--- config.mk ---
export PLATFORM = sky130hd
export DESIGN_NAME = rr_interval_tracker
export DESIGN_NICKNAME = d
export VERILOG_FILES = /design/src/rtl/ecg_rr_pkg.sv /design/src/rtl/rr_avg_buffer.sv /design/src/rtl/rr_interval_tracker.sv
export SDC_FILE = /design/constraint.sdc
export NUM_CORES = 1
export LEC_CHECK = 0
export CAP_MARGIN = 20
export CORE_MARGIN = 3
export CORE_UTILIZATION = 40
export DETAILED_ROUTE_END_ITERATION = 12
export PLACE_DENSITY_LB_ADDON = 0.2
export RECOVER_POWER = 100
export SLEW_MARGIN = 20
export SYNTH_ARGS = -nofsm -noshare
export SYNTH_HDL_FRONTEND = slang
export SYNTH_HIERARCHICAL = 1
export SYNTH_SLANG_ARGS = --single-unit
--- constraint.sdc ---
create_clock -name clk -period 7.1 [get_ports clk]
set_clock_uncertainty 0.2 [all_clocks]
set_input_delay 0.71 -clock clk [delete_from_list [all_inputs] [get_ports clk]]
set_output_delay 0.71 -clock clk [all_outputs]
set_load 0.1 [all_outputs]
--- src/rtl/ecg_rr_pkg.sv ---
// Shared types and defaults for the RR-interval tracking slice of the ECG pipeline.
// Holds the beat FSM encoding, timestamp width, averaging depth and rhythm thresholds.
package ecg_rr_pkg;

  localparam int TS_W_DEF    = 16;
  localparam int SPP_DEF     = 8;
  localparam int REFRACT_DEF = 72;
  localparam int BRADY_DEF   = 360;
  localparam int TACHY_DEF   = 216;
  localparam int MAX_RR_DEF  = 1080;

  // Eight-deep averaging window, so the mean is a plain shift by 3.
  localparam int BUF_DEPTH = 8;
  localparam int BUF_AW    = 3;
  localparam logic [BUF_AW:0] BUF_FULL = 4'd8;
  localparam logic [BUF_AW:0] BUF_LAST = 4'd7;

  typedef enum logic [1:0] {
    WAIT_FIRST,
    WAIT_SECOND,
    FILL,
    TRACK
  } rr_state_e;

endpackage

--- src/rtl/rr_avg_buffer.sv ---
// Eight-entry circular RR history with fill count and running sum.
// avg_nxt_o is the mean that will hold once the current write lands.
module rr_avg_buffer
  import ecg_rr_pkg::*;
#(
  parameter int TS_W = TS_W_DEF
) (
  input  logic              clk,
  input  logic              rst_i,
  input  logic              clr_i,
  input  logic              wr_i,
  input  logic [TS_W-1:0]   rr_i,
  output logic [TS_W-1:0]   avg_nxt_o,
  output logic [BUF_AW:0]   fill_o
);

  logic [TS_W-1:0]   mem_q [BUF_DEPTH];
  logic [BUF_AW-1:0] wptr_q;
  logic [BUF_AW:0]   fill_q;
  logic [TS_W+2:0]   sum_q;
  logic [TS_W+2:0]   sum_d;

  // Unwritten slots are zero, so subtracting the overwritten entry is safe while filling.
  always_comb begin
    sum_d = sum_q - {3'b000, mem_q[wptr_q]} + {3'b000, rr_i};
  end

  assign avg_nxt_o = sum_d[TS_W+2:3];
  assign fill_o    = fill_q;

  always_ff @(posedge clk) begin
    if (rst_i || clr_i) begin
      for (int i = 0; i < BUF_DEPTH; i++) mem_q[i] <= '0;
      wptr_q <= '0;
      fill_q <= '0;
      sum_q  <= '0;
    end else if (wr_i) begin
      mem_q[wptr_q] <= rr_i;
      wptr_q        <= wptr_q + 3'd1;
      if (fill_q != BUF_FULL) fill_q <= fill_q + 4'd1;
      sum_q         <= sum_d;
    end
  end

endmodule

--- src/rtl/rr_interval_tracker.sv ---
// Beat-to-beat RR measurement from the QRS detector: refractory gating,
// 8-beat running mean, brady/tachy/irregular flags and asystole timeout.
module rr_interval_tracker
  import ecg_rr_pkg::*;
#(
  parameter int SPP      = SPP_DEF,
  parameter int TS_W     = TS_W_DEF,
  parameter int REFRACT  = REFRACT_DEF,
  parameter int BRADY_RR = BRADY_DEF,
  parameter int TACHY_RR = TACHY_DEF,
  parameter int MAX_RR   = MAX_RR_DEF
) (
  input  logic               clk,
  input  logic               nReset,
  input  logic               push_data,
  input  logic               Rp,
  input  logic signed [16:0] r_peak_ref,
  output logic               rr_valid,
  output logic [TS_W-1:0]    rr_interval,
  output logic [TS_W-1:0]    rr_avg,
  output logic               avg_valid,
  output logic signed [16:0] r_amp,
  output logic [15:0]        beat_count,
  output logic               brady,
  output logic               tachy,
  output logic               irregular,
  output logic               asystole
);

  function automatic logic [15:0] sat_inc16(input logic [15:0] v);
    return (v == 16'hFFFF) ? v : v + 16'd1;
  endfunction

  function automatic logic [TS_W-1:0] abs_diff(input logic [TS_W-1:0] a,
                                               input logic [TS_W-1:0] b);
    return (a >= b) ? a - b : b - a;
  endfunction

  rr_state_e         state_q, state_d;
  logic [TS_W-1:0]   timer_q, last_ts_q, rr_interval_q, rr_avg_q;
  logic              rp_q, armed_q;
  logic              rr_valid_q, avg_valid_q, brady_q, tachy_q, irregular_q, asystole_q;
  logic signed [16:0] r_amp_q;
  logic [15:0]       beat_count_q;

  logic              evt, rr_ok, timeout, buf_wr, buf_clr;
  logic [TS_W-1:0]   rr, avg_nxt;
  logic [BUF_AW:0]   fill;

  // armed_q blocks a level that was already high when reset released from counting as an edge.
  assign evt     = Rp && !rp_q && armed_q;
  assign rr      = timer_q - last_ts_q;
  assign rr_ok   = (rr >= TS_W'(REFRACT));
  assign timeout = (rr > TS_W'(MAX_RR));

  always_comb begin
    state_d = state_q;
    buf_wr  = 1'b0;
    buf_clr = 1'b0;
    case (state_q)
      WAIT_FIRST: if (evt) state_d = WAIT_SECOND;
      WAIT_SECOND, FILL, TRACK: begin
        if (evt) begin
          if (rr_ok) begin
            buf_wr = 1'b1;
            if (state_q == WAIT_SECOND) state_d = FILL;
            else if (state_q == FILL && fill == BUF_LAST) state_d = TRACK;
          end
        end else if (timeout) begin
          buf_clr = 1'b1;
          state_d = WAIT_FIRST;
        end
      end
      default: state_d = WAIT_FIRST;
    endcase
  end

  always_ff @(posedge clk) begin
    if (nReset) begin
      state_q       <= WAIT_FIRST;
      timer_q       <= '0;
      last_ts_q     <= '0;
      rp_q          <= 1'b0;
      armed_q       <= 1'b0;
      rr_valid_q    <= 1'b0;
      rr_interval_q <= '0;
      rr_avg_q      <= '0;
      avg_valid_q   <= 1'b0;
      r_amp_q       <= '0;
      beat_count_q  <= '0;
      brady_q       <= 1'b0;
      tachy_q       <= 1'b0;
      irregular_q   <= 1'b0;
      asystole_q    <= 1'b0;
    end else begin
      state_q     <= state_d;
      timer_q     <= push_data ? timer_q + TS_W'(SPP) : timer_q;
      rp_q        <= Rp;
      armed_q     <= armed_q || !Rp;
      rr_valid_q  <= buf_wr;
      avg_valid_q <= (state_d == TRACK);
      if (evt && state_q == WAIT_FIRST) begin
        last_ts_q    <= timer_q;
        r_amp_q      <= r_peak_ref;
        beat_count_q <= sat_inc16(beat_count_q);
        asystole_q   <= 1'b0;
      end
      if (buf_wr) begin
        last_ts_q     <= timer_q;
        rr_interval_q <= rr;
        rr_avg_q      <= avg_nxt;
        r_amp_q       <= r_peak_ref;
        beat_count_q  <= sat_inc16(beat_count_q);
        brady_q       <= (rr > TS_W'(BRADY_RR));
        tachy_q       <= (rr < TS_W'(TACHY_RR));
        irregular_q   <= avg_valid_q && (abs_diff(rr, rr_avg_q) > (rr_avg_q >> 2));
      end
      if (buf_clr) asystole_q <= 1'b1;
    end
  end

  rr_avg_buffer #(.TS_W(TS_W)) u_buf (
    .clk       (clk),
    .rst_i     (nReset),
    .clr_i     (buf_clr),
    .wr_i      (buf_wr),
    .rr_i      (rr),
    .avg_nxt_o (avg_nxt),
    .fill_o    (fill)
  );

  assign rr_valid    = rr_valid_q;
  assign rr_interval = rr_interval_q;
  assign rr_avg      = rr_avg_q;
  assign avg_valid   = avg_valid_q;
  assign r_amp       = r_amp_q;
  assign beat_count  = beat_count_q;
  assign brady       = brady_q;
  assign tachy       = tachy_q;
  assign irregular   = irregular_q;
  assign asystole    = asystole_q;

endmodule

==> CHANGELOG.md, run 1 <==
### Implementation results

* Status: complete, but fails checks
* Failing checks: max-capacitance violations, max-slew violations
* Distinct cells, synth at 98
* R2r setup slk at 0.38 ns
* Endpoints failing setup at 0
* Period utilization at 94.6%
* IO Count at 92
* CP max FO at 21
* Rel. slew slack at -6.41%
* Fillcell total at 3,563
* Hold path startpoint: r_amp[11]$_SDFFE_PP0P_
* R2R cell count at 28
* Main logic family after synthesis: simple AND/OR/NAND/NOR gates
* Max layer used: met4
* Req. time, crit path at 7.34 ns
* Non-clock buffers at 117
* Max-area cell class: logic gates
* Post-synth EDFFs at 128
* Clock Power Share at 35.0%
* Mapped Cells at 1,527
* FFs w/ async S/R, synth at 0%
* Post-synth top cells: edfxtp_1 (128), dfxtp_1 (127), nor3_1 (102)
* Type of the worst min-delay path: reg -> reg
* MaxCap Viol Count at 2
* Total GRT Usage at 19.6%
* Comb/total area at 45.0%
* Post-synth area hogs: edfxtp_1 (25%), dfxtp_1 (17%), ha_1 (6.2%)
* Core area at 37,000 um2
* Crit path DAT at 6.95 ns
* Largest net degree at the start of global routing at 63
* Synthesis area per yosys at 15,200 um2
* Multi-In Gates at 1,046
* Int Power at 2.81 mW
* Post-CTS Setup Inserts at 0
* H-tree depth at 1
* RSZ-0062 raised after global routing: false
* CP delay by family, top: AND-OR/OR-AND gates
* Critical path class: reg -> reg
* Reg with most FFs: u_buf/mem_q
* 1st-pass router iterations at 5
* Synthesized cell area at 15,200 um2
* P_leak at 6.44 nW
* Reg area at 6390 um2
* CP endpoint kind: register
* Grt met2 use at 30.7%
* TAP cells at 504
* Clk_lat worst skew at 0.58 ns
* TritonCTS buffer count at 29
* Buf/Inv on CP at 3
* Fmax at 149 MHz
* Post-Route WL at 40,400 um
* Tool warnings at 38
* Met3 wire length at 2630 um
* Number of non-clock inverters in the layout at 121
* Synth top cell by count: edfxtp_1
* Residual DRC at 0
* Nets at 1,684
* Post-route ant nets at 0
* Hold path depth at 2
* Initial antenna violation count at 0
* Pins Over Slew Limit at 64
* Slew @ Worst Pin at 1.60 ns
* CTS tree: yes
* Number of port buffers at 88
* Setup TNS Final at 0 ns
* Share of cells above drive strength 1 at 9.98%
* Fin area at 17,200 um2
* Post-Route M1 WL at 18,900 um
* Fa+ha+maj area frac at 8.57%
* Die Y-Extent at 201 um
* Psw at 1.33 mW
* Initial DRC Count at 753
* Startpoint Class: register
* Sw Ratio at 32.2%
* Die area at 40,300 um2
* RR Startpoint: timer_q[3]$_SDFFE_PP0P_
* Wire length on met2 at 18,200 um
* Met1 Resource Use GR at 28.6%
* Power density cells at 241 nW/um2
* Vias in the first global route at 11,386
* Cell mode on critical path: ha_1
* Clock-cell share at 5.26%
* Largest register FFs at 128
* Flop share of the area at 37.2%
* Reg power frac at 38.9%
* Post-cts gate resize count at 0
* Worst reg2reg endpoint: irregular$_SDFFE_PP0P_
* Final hold vios at 0
* GPL Wtd Cong at 0.897
* Synth Area per Inst at 9.93 um2
* Die width at 201 um
* Post-synth regs at 255
* Seq share, synth at 42.1%
* Via count at 11,711
* Post-Synth AOI/OAI Area at 13.3%
* Clock-pin slew on the worst setup and hold paths at 0.06 ns
* Inserted Diodes at 0
* DP Area at 16,400 um2
* Clock Tree Buf Depth at 3
* Synth Flop Type: edfxtp_1
* Global-route wire length before repair at 64,600 um
* Overflow after GRT at 0
* Tmin final at 6.72 ns
* Vias per inst at 5.58
* Wire per inst at 19.2 um
* Met3 GRT Util at 3.94%
* Fin Hold WS at 0.255 ns
* Yosys top cell by area: edfxtp_1
* CTS Hold Buffers Added at 0
* Cell count in the Yosys report at 1,527
* Yosys simple share at 17.4%
* FP Rows at 70
* Multi-input gate area at 7730 um2
* FP Core Util at 41.0%
* CP max stage delay at 0.51 ns
* Top cell area share at 25.4%
* Top Layout Cells: edfxtp_1 (128), dfxtp_1 (126), inv_1 (103), nor3_1 (102), nand2_1 (87)
* CTS root buf: clkbuf_16
* MUX area fraction at 9.20%
* Top cell excl fill/tap: edfxtp_1
* Comb pwr share at 26.1%
* DP Wirelength at 27,500 um
* Peak supply drop at 135 uV
* CP max-delay cell: or4_1
* Worst Hold End: r_amp[11]$_SDFFE_PP0P_
[run 1: power by group through the flow]
stage,clock network (mW),logic [mW],registers (mW)
2_1_floorplan,0,0.821,1.68
3_5_place_dp,0,1.07,1.64
3_3_place_gp,0,1.06,1.64
5_1_grt,1.55,1.19,1.62
4_1_cts,1.48,1.07,1.61
6_report,1.45,1.08,1.61
[run 1: worst max path at each step]
stage                                  endpoint  slack, ns  cells past startpoint                     from
2_1_floorplan            irregular$_SDFFE_PP0P_       0.90                     28  timer_q[3]$_SDFFE_PP0P_
3_3_place_gp             irregular$_SDFFE_PP0P_       0.57                     28  timer_q[3]$_SDFFE_PP0P_
3_5_place_dp             irregular$_SDFFE_PP0P_       0.37                     28  timer_q[3]$_SDFFE_PP0P_
4_1_cts                  irregular$_SDFFE_PP0P_       0.37                     28  timer_q[3]$_SDFFE_PP0P_
5_1_grt        u_buf/mem_q[7][15]$_SDFFCE_PN0P_       0.02                     17  timer_q[3]$_SDFFE_PP0P_
6_report                 irregular$_SDFFE_PP0P_       0.38                     28  timer_q[3]$_SDFFE_PP0P_
[run 1: stage by stage]
| stage | utilization [%] | setup slack, ns | power (mW) | instances |
|---|---|---|---|---|
| after global placement | 44.4 | 0.569 | 2.70 | 2043 |
| after floorplan | - | 0.896 | 2.50 | 1540 |
| final | 46.5 | 0.383 | 4.14 | 2097 |
| after detailed placement | 44.4 | 0.375 | 2.71 | 2043 |
| after CTS | 46.8 | 0.367 | 4.17 | 2097 |
| after global routing | 46.5 | 0.0243 | 4.35 | 2097 |
[run 1: tightest hold or removal path: cells and delay by family, from the launching register on]
kind | cells | cell delay (ns)
flip-flops | 1 | 0.30
AND/OR/NAND/NOR | 1 | 0.05
multiplexers | 1 | 0.05
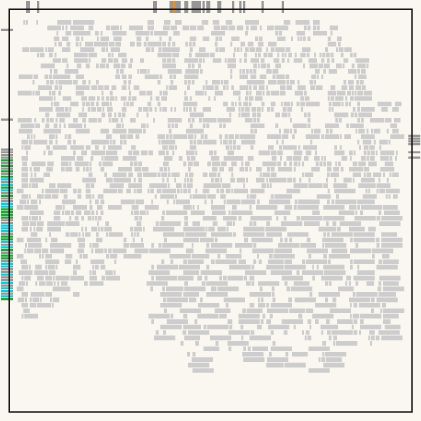
run_1/pins.png
Drawn at 2 px/um. Pins as bars across the die edge, other pins in grey.
Key: `r_peak_ref` = cyan [pins 17, direction input, edge left]; `brady` = orange [pins 1, direction output, edge top]; `beat_count` = green [pins 16, direction output, edge left]
All pins by edge: 58 left, 28 top, 6 right.

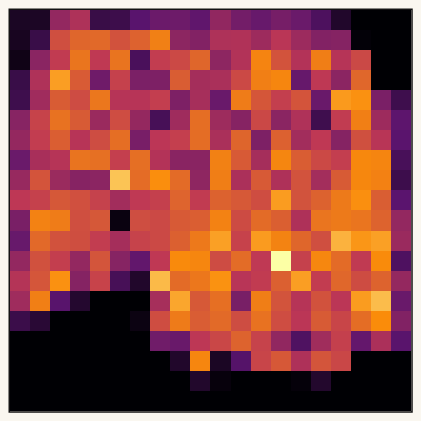
run_1/density.png
Drawn at 2 px/um. The die is cut into 20 by 20 equal tiles; black is low, pale yellow is high, 0 to 100% covered.
The emptiest ninth of the die: lower left. The fullest tile reaches 100%. 5.0% of the tiles are over 75% full. The mean over all tiles is 41%. 18% of the tiles are nearly empty.

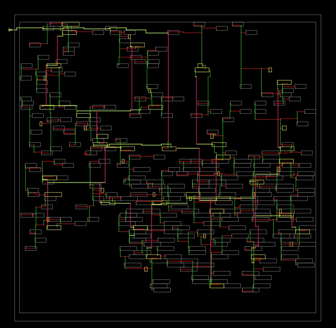
run_1/final_clocks.png
Clock buffer cells: 36
total clock sinks: 255
flip-flops: 255
Clk power: 1.45 mW

==> run 2, diff against run 1 <==
- GPL_TIMING_DRIVEN: not set -> 1
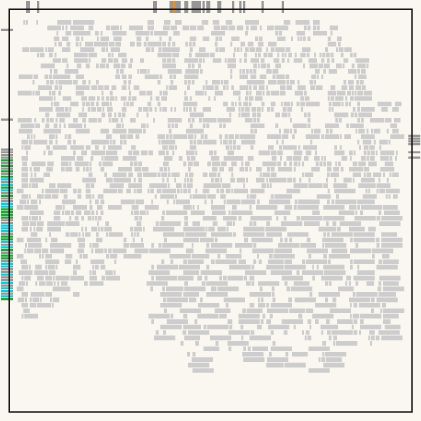
run_2/pins.png
Drawn at 2 px/um. Pins as bars across the die edge, other pins in grey.
Key: `r_peak_ref` = cyan [pins 17, direction input, edge left]; `beat_count` = green [pins 16, direction output, edge left]; `brady` = orange [pins 1, direction output, edge top]
All pins by edge: 58 left, 28 top, 6 right.

==> run 2 against run 1 <==
The run still ends with max-capacitance violations, max-slew violations left. Critical path type unchanged. Critical endpoint unchanged. Largest cell class unchanged. Synthesized area is the same. Total power is the same. Cell area is the same. Synthesized cell count is the same.
==> CHANGELOG.md, run 2 <==
### Implementation results

* Status: complete, but fails checks
* Failing checks: max-capacitance violations, max-slew violations
* IO Count at 92 (unchanged)
* Fillcell total at 3,563 (unchanged)
* Seq share, synth at 42.1% (unchanged)
* Initial DRC Count at 753 (unchanged)
* Worst reg2reg endpoint: irregular$_SDFFE_PP0P_
* Top cell excl fill/tap: edfxtp_1
* Initial antenna violation count at 0 (unchanged)
* Synthesized cell area at 15,200 um2 (unchanged)
* Inserted Diodes at 0 (unchanged)
* CP delay by family, top: AND-OR/OR-AND gates
* Cell count in the Yosys report at 1,527 (unchanged)
* Global-route wire length before repair at 64,600 um (unchanged)
* Power density cells at 241 nW/um2 (unchanged)
* Sw Ratio at 32.2% (unchanged)
* Largest net degree at the start of global routing at 63 (unchanged)
* Post-CTS Setup Inserts at 0 (unchanged)
* Distinct cells, synth at 98 (unchanged)
* Clk_lat worst skew at 0.58 ns (about the same)
* Synthesis area per yosys at 15,200 um2 (unchanged)
* Synth top cell by count: edfxtp_1
* Final hold vios at 0 (unchanged)
* Startpoint Class: register
* P_leak at 6.44 nW (unchanged)
* Synth Area per Inst at 9.93 um2 (unchanged)
* Int Power at 2.81 mW (unchanged)
* CTS Hold Buffers Added at 0 (unchanged)
* Peak supply drop at 135 uV (unchanged)
* Main logic family after synthesis: simple AND/OR/NAND/NOR gates
* CP endpoint kind: register
* Grt met2 use at 30.7% (unchanged)
* Die Y-Extent at 201 um (unchanged)
* Die width at 201 um (unchanged)
* DP Wirelength at 27,500 um (unchanged)
* Post-synth area hogs: edfxtp_1 (25%), dfxtp_1 (17%), ha_1 (6.2%)
* Post-synth regs at 255 (unchanged)
* Top cell area share at 25.4% (unchanged)
* Post-synth EDFFs at 128 (unchanged)
* Yosys simple share at 17.4% (unchanged)
* Total GRT Usage at 19.6% (unchanged)
* Buf/Inv on CP at 3 (unchanged)
* Synth Flop Type: edfxtp_1
* CTS root buf: clkbuf_16
* Die area at 40,300 um2 (unchanged)
* Share of cells above drive strength 1 at 9.98% (unchanged)
* Worst Hold End: r_amp[11]$_SDFFE_PP0P_
* Reg area at 6390 um2 (unchanged)
* MaxCap Viol Count at 2 (unchanged)
* Overflow after GRT at 0 (unchanged)
* Yosys top cell by area: edfxtp_1
* Top Layout Cells: edfxtp_1 (128), dfxtp_1 (126), inv_1 (103), nor3_1 (102), nand2_1 (87)
* Residual DRC at 0 (unchanged)
* R2R cell count at 28 (unchanged)
* Critical path class: reg -> reg
* Post-Route WL at 40,400 um (unchanged)
* H-tree depth at 1 (unchanged)
* Via count at 11,711 (unchanged)
* Clk power at 1.45 mW (about the same)
* FFs w/ async S/R, synth at 0% (unchanged)
* RR Startpoint: timer_q[3]$_SDFFE_PP0P_
* Cell mode on critical path: ha_1
* Pins Over Slew Limit at 64 (unchanged)
* FP Rows at 70 (unchanged)
* Crit path DAT at 6.95 ns (about the same)
* Reg with most FFs: u_buf/mem_q
* GPL Wtd Cong at 0.897 (unchanged)
* Fa+ha+maj area frac at 8.57% (unchanged)
* Comb pwr share at 26.1% (about the same)
* Clock Tree Buf Depth at 3 (unchanged)
* TritonCTS buffer count at 29 (unchanged)
* Fin area at 17,200 um2 (unchanged)
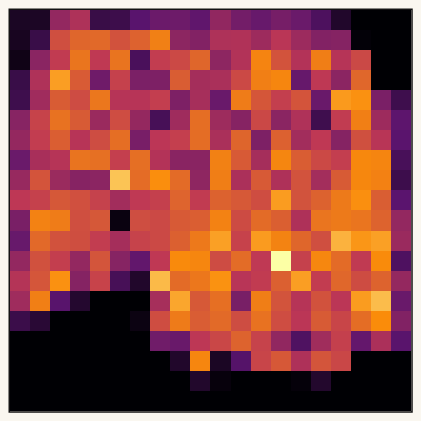
run_2/density.png
Drawn at 2 px/um. The die is cut into 20 by 20 equal tiles; black is low, pale yellow is high, 0 to 100% covered.
The mean over all tiles is 41%. 18% of the tiles are nearly empty. 5.0% of the tiles are over 75% full. The fullest tile reaches 100%. The emptiest ninth of the die: lower left.

==> run 2: cell counts after synthesis <==
Identical to the previous run, type by type.
==> run 2: final cells by class <==
| type | count | area share, % |
|---|---|---|
| Inverter | 121 | 2.65 |
| Sequential cell | 255 | 37.2 |
| Clock inverter | 18 | 0.882 |
| Clock buffer | 36 | 4.38 |
| Tap cell | 504 | 3.67 |
| Timing Repair Buffer | 117 | 6.20 |
| Multi-Input combinational cell | 1046 | 45.0 |
==> run 2: layer usage <==
layer | part of all wire [%] | vias to the layer above | routed length, um
met4 | 1.6 | 0 | 638
met3 | 6.5 | 47 | 2630
li1 | - | 5645 | -
met1 | 47 | 5703 | 18900
met5 | 0 | - | 0
met2 | 45 | 316 | 18200
==> run 2: how the worst max path moves through the flow <==
stage                             from                               end  slack (ns)  depth (start not counted)
6_report       timer_q[3]$_SDFFE_PP0P_            irregular$_SDFFE_PP0P_        0.38                         28
5_1_grt        timer_q[3]$_SDFFE_PP0P_  u_buf/mem_q[7][15]$_SDFFCE_PN0P_        0.02                         17
4_1_cts        timer_q[3]$_SDFFE_PP0P_            irregular$_SDFFE_PP0P_        0.37                         28
3_5_place_dp   timer_q[3]$_SDFFE_PP0P_            irregular$_SDFFE_PP0P_        0.37                         28
3_3_place_gp   timer_q[3]$_SDFFE_PP0P_            irregular$_SDFFE_PP0P_        0.57                         28
2_1_floorplan  timer_q[3]$_SDFFE_PP0P_            irregular$_SDFFE_PP0P_        0.90                         28
==> run 2: through the flow <==
step	util, %	setup slack, ns	std cells	hold slack, ns
after floorplan	-	0.896	1540	0.230
after global placement	44.4	0.569	2043	0.241
after detailed placement	44.4	0.375	2043	0.248
after CTS	46.8	0.367	2097	0.260
after global routing	46.5	0.0243	2097	0.273
final	46.5	0.383	2097	0.255
Power figures rest on the tool's default switching activity, not on a simulated workload.
